[config.mk]
export PLATFORM = sky130hd
export DESIGN_NAME = parallel_to_serial
export DESIGN_NICKNAME = d
export VERILOG_FILES = /design/src/rtl/parallel_to_serial.sv
export SDC_FILE = /design/constraint.sdc
export NUM_CORES = 1
export LEC_CHECK = 0
export CORE_AREA = 2 2 82 84
export CTS_CLUSTER_SIZE = 16
export DETAILED_ROUTE_END_ITERATION = 10
export DIE_AREA = 0 0 84 86
export GPL_TIMING_DRIVEN = 0
export PLACE_DENSITY = 0.78
export SLEW_MARGIN = 20
export SYNTH_ARGS = -nofsm -noshare
export SYNTH_HDL_FRONTEND = slang
export SYNTH_SLANG_ARGS = --single-unit
[constraint.sdc]
create_clock -name clk -period 2.9 [get_ports clk]
set_input_delay 0.58 -clock clk [delete_from_list [all_inputs] [get_ports clk]]
set_output_delay 0.58 -clock clk [all_outputs]
set_load 0.1 [all_outputs]
[src/rtl/parallel_to_serial.sv]
// parallel_to_serial: splits one P_WIDTH-bit word into P_WIDTH/S_WIDTH
// S_WIDTH-bit chunks, most-significant chunk first, with valid/ready on both
// sides so the downstream transmitter can stall each chunk.
//
// Optional feature macro: P2S_PREFETCH_EN
//   defined   -> one-word hold register; the next word is accepted while the
//                current one is still shifting, giving gap-free output.
//   undefined -> a word is only accepted while idle, so consecutive words are
//                separated by one cycle with out_valid low.
//
// Every output is decoded from registers only; no input reaches an output
// combinationally.
module parallel_to_serial #(
  parameter int S_WIDTH = 8,
  parameter int P_WIDTH = 64
) (
  input  logic               clk,
  input  logic               rst,
  input  logic               in_valid,
  input  logic [P_WIDTH-1:0] in_data,
  output logic               in_ready,
  output logic               out_valid,
  output logic [S_WIDTH-1:0] out_data,
  output logic               out_last,
  input  logic               out_ready,
  output logic               busy
);

  // Number of chunks per word and the counter that walks through them.
  localparam int COUNT_MAX = P_WIDTH / S_WIDTH;
  localparam int CNT_W     = (COUNT_MAX > 1) ? $clog2(COUNT_MAX) : 1;
  localparam logic [CNT_W-1:0] CNT_LAST = CNT_W'(COUNT_MAX - 1);

  typedef enum logic {
    IDLE  = 1'b0,
    SHIFT = 1'b1
  } state_t;

  state_t             state;
  logic [P_WIDTH-1:0] shift_reg;
  logic [CNT_W-1:0]   counter;
  logic               hold_valid;

  // Handshake events seen at the next rising edge.
  logic accept;
  logic xfer;
  logic xfer_last;

  assign accept    = in_valid & in_ready;
  assign xfer      = out_valid & out_ready;
  assign xfer_last = xfer & (counter == CNT_LAST);

  // Output decode, purely from state/shift_reg/counter/hold_valid.
  assign out_valid = (state == SHIFT);
  assign out_data  = shift_reg[P_WIDTH-1 -: S_WIDTH];
  assign out_last  = out_valid & (counter == CNT_LAST);
  assign busy      = out_valid | hold_valid;

`ifdef P2S_PREFETCH_EN
  logic [P_WIDTH-1:0] hold_reg;

  // The hold slot being empty is the only condition for taking a new word;
  // while idle the slot is always empty, so idle also means ready.
  assign in_ready = ~hold_valid;

  // Word sequencing with prefetch: idle load, chunk shifting, hold slot
  // refill and gap-free handover from hold (or bypass) on the last chunk.
  always_ff @(posedge clk or posedge rst) begin
    if (rst) begin
      state      <= IDLE;
      shift_reg  <= '0;
      counter    <= '0;
      hold_reg   <= '0;
      hold_valid <= 1'b0;
    end else begin
      case (state)
        IDLE: begin
          // Idle accepts go straight to the shifter, never to the hold slot.
          if (accept) begin
            shift_reg <= in_data;
            counter   <= '0;
            state     <= SHIFT;
          end
        end
        SHIFT: begin
          if (xfer) begin
            if (counter != CNT_LAST) begin
              shift_reg <= {shift_reg[P_WIDTH-S_WIDTH-1:0], {S_WIDTH{1'b0}}};
              counter   <= counter + 1'b1;
            end else begin
              counter <= '0;
              if (hold_valid) begin
                // Held word takes over with no idle cycle.
                shift_reg  <= hold_reg;
                hold_valid <= 1'b0;
              end else if (accept) begin
                // Hold empty but a word arrives right now: bypass the slot.
                shift_reg <= in_data;
              end else begin
                state <= IDLE;
              end
            end
          end
          // A word arriving mid-stream parks in the hold slot; on a last
          // transfer it has already been steered into the shifter above.
          // accept implies the slot is empty, so this never collides with
          // the hold_valid clear above.
          if (accept && !xfer_last) begin
            hold_reg   <= in_data;
            hold_valid <= 1'b1;
          end
        end
        default: state <= IDLE;
      endcase
    end
  end
`else
  // Without the hold slot a word can only be taken while idle.
  assign hold_valid = 1'b0;
  assign in_ready   = (state == IDLE);

  // Word sequencing: idle load, chunk shifting, return to idle after the
  // last chunk (which creates the one-cycle gap between words).
  always_ff @(posedge clk or posedge rst) begin
    if (rst) begin
      state     <= IDLE;
      shift_reg <= '0;
      counter   <= '0;
    end else begin
      case (state)
        IDLE: begin
          if (accept) begin
            shift_reg <= in_data;
            counter   <= '0;
            state     <= SHIFT;
          end
        end
        SHIFT: begin
          if (xfer) begin
            if (counter != CNT_LAST) begin
              shift_reg <= {shift_reg[P_WIDTH-S_WIDTH-1:0], {S_WIDTH{1'b0}}};
              counter   <= counter + 1'b1;
            end else begin
              counter <= '0;
              state   <= IDLE;
            end
          end
        end
        default: state <= IDLE;
      endcase
    end
  end
`endif

endmodule

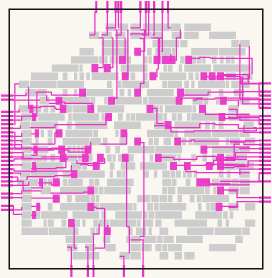
*Port wiring, run 1*
(3 px per micron)
- in_data: magenta (bits 64; direction input; edge 25 left, 23 right, 11 top, 5 bottom; end cells 64; buffers 64; wire 1,540 microns)
io pins: 80
buffers added on ports: 78

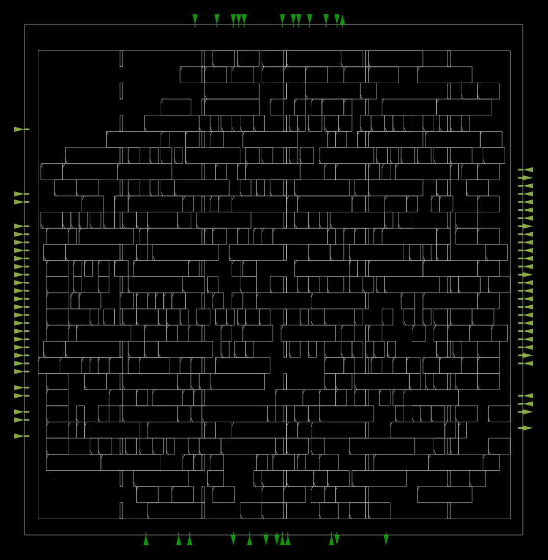
*Cell placement, run 1*
Filler Cells Inserted: 513
flop share of the area: 41.1%
tap cells: 77

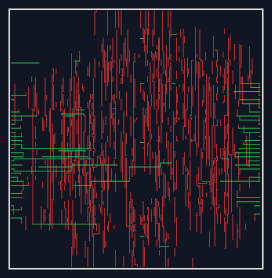
*Wiring by layer, run 1*
(3 px per micron) Two of the layers only.
- M3: green (wire length 435 microns)
- M2: red (wire length 3,520 microns)

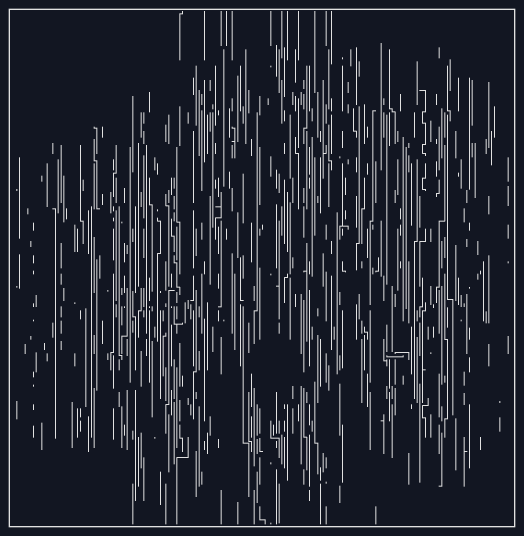
*The metal 2 layer, run 1*
(6 px per micron)
- share of all routed wire: 48%
- longest straight run: 39.1 microns

==> run 1: per-layer routing <==
layer | track usage (%) | wire length [microns] | vias to the layer above
met5 | 0 | 0 | -
met4 | 10.9 | 191 | 0
met3 | 4.72 | 434 | 14
met2 | 37.7 | 3520 | 87
met1 | 26.2 | 3220 | 1236
li1 | - | - | 1303
==> run 1: layout make-up <==
class                      count  share of cell area (%)
sequential                    68                    41.1
multi-input combinational    209                    25.7
timing repair buffer          79                    19.5
inverter                       2                   0.242
tap                           77                    2.33
clock buffer                  10                    3.08
buffer                        37                    5.29
clock inverter                 6                    2.69
==> run 1: power by group <==
group	internal [W]	total, W	switching [W]	leakage (nW)
logic	0.000688	0.00176	0.00107	0.865
clock network	0.000573	0.000937	0.000365	0.117
registers	0.00135	0.00158	0.000230	0.768
total	0.00261	0.00428	0.00167	1.75
==> Changelog: implementation <==
### Physical design

* Area leader, netlist: sky130_fd_sc_hd__dfrtp_1
* Chip area in the Yosys report at 2990 sq um
* Path depth of the worst reg2reg path at 7
* Clock tree root driver cell: sky130_fd_sc_hd__clkbuf_8
* Cell Count, Final, Fillers Out at 488
* Final setup violation count at 0
* Startpoint of the most critical hold path: shift_reg[3]$_DFFE_PP0P_
* Yosys warning tally at 0
* Syn avg cell area at 9.47 sq um
* FFs w/ async S/R, synth at 100%
* FP Core Util at 47.7%
* Crit path setup slack, layout at 0.198 ns
* Core Box Area at 6280 sq um
* Register-to-Register Setup Slack at 1.07 ns
* Number of enable-type register cells in the synthesized netlist at 0
* Number of placement rows at 29
* Adder and majority cell fraction of the synthesized area at 0.836%
* Number of setup buffers added after CTS at 0
* Capture point of the worst path: out_valid
* Commonest cells in the netlist: sky130_fd_sc_hd__dfrtp_1 (68), sky130_fd_sc_hd__nor2_1 (57), sky130_fd_sc_hd__a21oi_1 (56), sky130_fd_sc_hd__o22ai_1 (56), sky130_fd_sc_hd__buf_2 (19)
* Number of antenna-violating nets in the routed design at 0
* Diode count at 0
* Detailed-router iteration count before antenna repair at 4
* Initial drt markers at 124
* Cell Area, Synth at 2990 sq um
* Number of antenna violations at the first check in global routing at 0
* Number of stages on the worst setup path at 2
* Minimum period implied by the final worst setup slack at 2.70 ns
* Clock latency at the later pin of the worst-skew pair at 0.35 ns
* Endpoint, Worst Hold: shift_reg[3]$_DFFE_PP0P_
* Share of the synthesized area in the top cell type at 56.9%
* Chip width at 84 microns
* Gate family responsible for the most delay along the worst path: buffers and inverters
* Number of flip-flops in the largest register at 64
* Arrival time of data at the critical path endpoint at 2.12 ns
* Class of the tightest hold or removal check: reg2reg
* Number of library cell types mapped by synthesis at 19
* Final core utilization at 65.9%
* Via count of the first global-routing pass at 2,684
* Setup skew after layout at 0.00883 ns
* Max Cap Violations at 0
* Global-route wire length before repair at 12,300 microns
* Measured slew at the worst slew-check pin at 0.970 ns
* Clock tree from TritonCTS: yes
* Clock Path Buffers at 2
* Maximum clock frequency at 370 MHz
* Average wire per cell in the routed design at 15.1 microns
* Post-route cell area at 4140 sq um
* Overall routed net length at 7360 microns
* Total cells reported by yosys after synthesis at 316
* XORs/XNORs by Area at 0%
* Relative slew margins at 35.2%
* Post-Synth Simple-Gate Area at 11.8%
* Largest net degree at the start of global routing at 56
* Height of the die at 86 microns
* Number of synthesized register bits at 68
* Maximum single-stage delay on the critical path at 1.11 ns
* Post-cts sizing count at 1
* Leakage Power at 1.75 nW
* Most popular library cell in the synthesized design by count: sky130_fd_sc_hd__dfrtp_1
* Number of sinks on the clock net at 68
* Share of post-route cells with drive strength above 1 at 12.4%
* Final worst-path cycle share at 93.2%
* Total GRT Usage at 21.9%
* Area of placed instances at 3900 sq um
* Worst slack, placed at 0.319 ns
* Layout overhead on the synthesized area at 38.3%
* Net count of the mapped netlist at 386
* Sort of element at the start of the critical path: register
* Multiplexer share of the synthesized area at 1.00%
* Worst reg2reg path endpoint: shift_reg[17]$_DFFE_PP0P_
* Number of H-tree levels at 3
* Worst setup path start: busy$_DFF_PP0_
* Final Total Pwr at 0.00428 W
* Gr ovfl total at 0
* Final hold slack at 0.489 ns
* Total number of warnings across the stage logs at 26
* Via/cell ratio at 5.41
* Area of the die at 7220 sq um
* Area share of and-or/or-and cells after synthesis at 21.9%
* Clock slew seen by the registers of the worst setup and hold paths at 0.07 ns
* Launching point of the worst reg2reg path: counter[0]$_DFFE_PP0P_
* Cts bufs inserted at 9
* Highest ir drop seen on vdd at 0.596 mV
* Final-layout setup total negative slack at 0 ns
* Type of destination of the critical path: output port
* Sequential share of the synthesized area at 56.9%
* RSZ-0062 raised after global routing: false
* Critical path fanouts, max at 10
* FF+latch area at 1700 sq um
* Prevailing post-synth register cell: sky130_fd_sc_hd__dfrtp_1
* Largest cells by area after synthesis: sky130_fd_sc_hd__dfrtp_1 (57%), sky130_fd_sc_hd__o22ai_1 (12%), sky130_fd_sc_hd__a21oi_1 (9.4%)
* Max Transition Viols Final at 0
* Hold Vio Cnt, Final at 0
* Hold bufs inserted after CTS at 0
* Largest family of logic cells by area: AND-OR/OR-AND gates
* RePlAce Congestion at 0.795
* Gate Count Post-Synth at 316
* Slowest stage cell, crit path: sky130_fd_sc_hd__clkdlybuf4s50_1
* Cell count of the worst hold path at 2
* Footprint of the multi-input gates at 1060 sq um
* Total instance count after detailed placement at 472
* Post-layout net count at 476
* Most numerous logic cell after layout: sky130_fd_sc_hd__clkdlybuf4s50_1
* Result of the run: finished clean
* Total number of vias at 2,640
* Cell Pwr Density at 1030 nW/um^2
* Combined buffer and inverter count along the critical path at 2
* Sum of net half-perimeters after detailed placement at 5300 microns
* Crit Path Class: reg2out
Power and IR drop assume default switching activity.
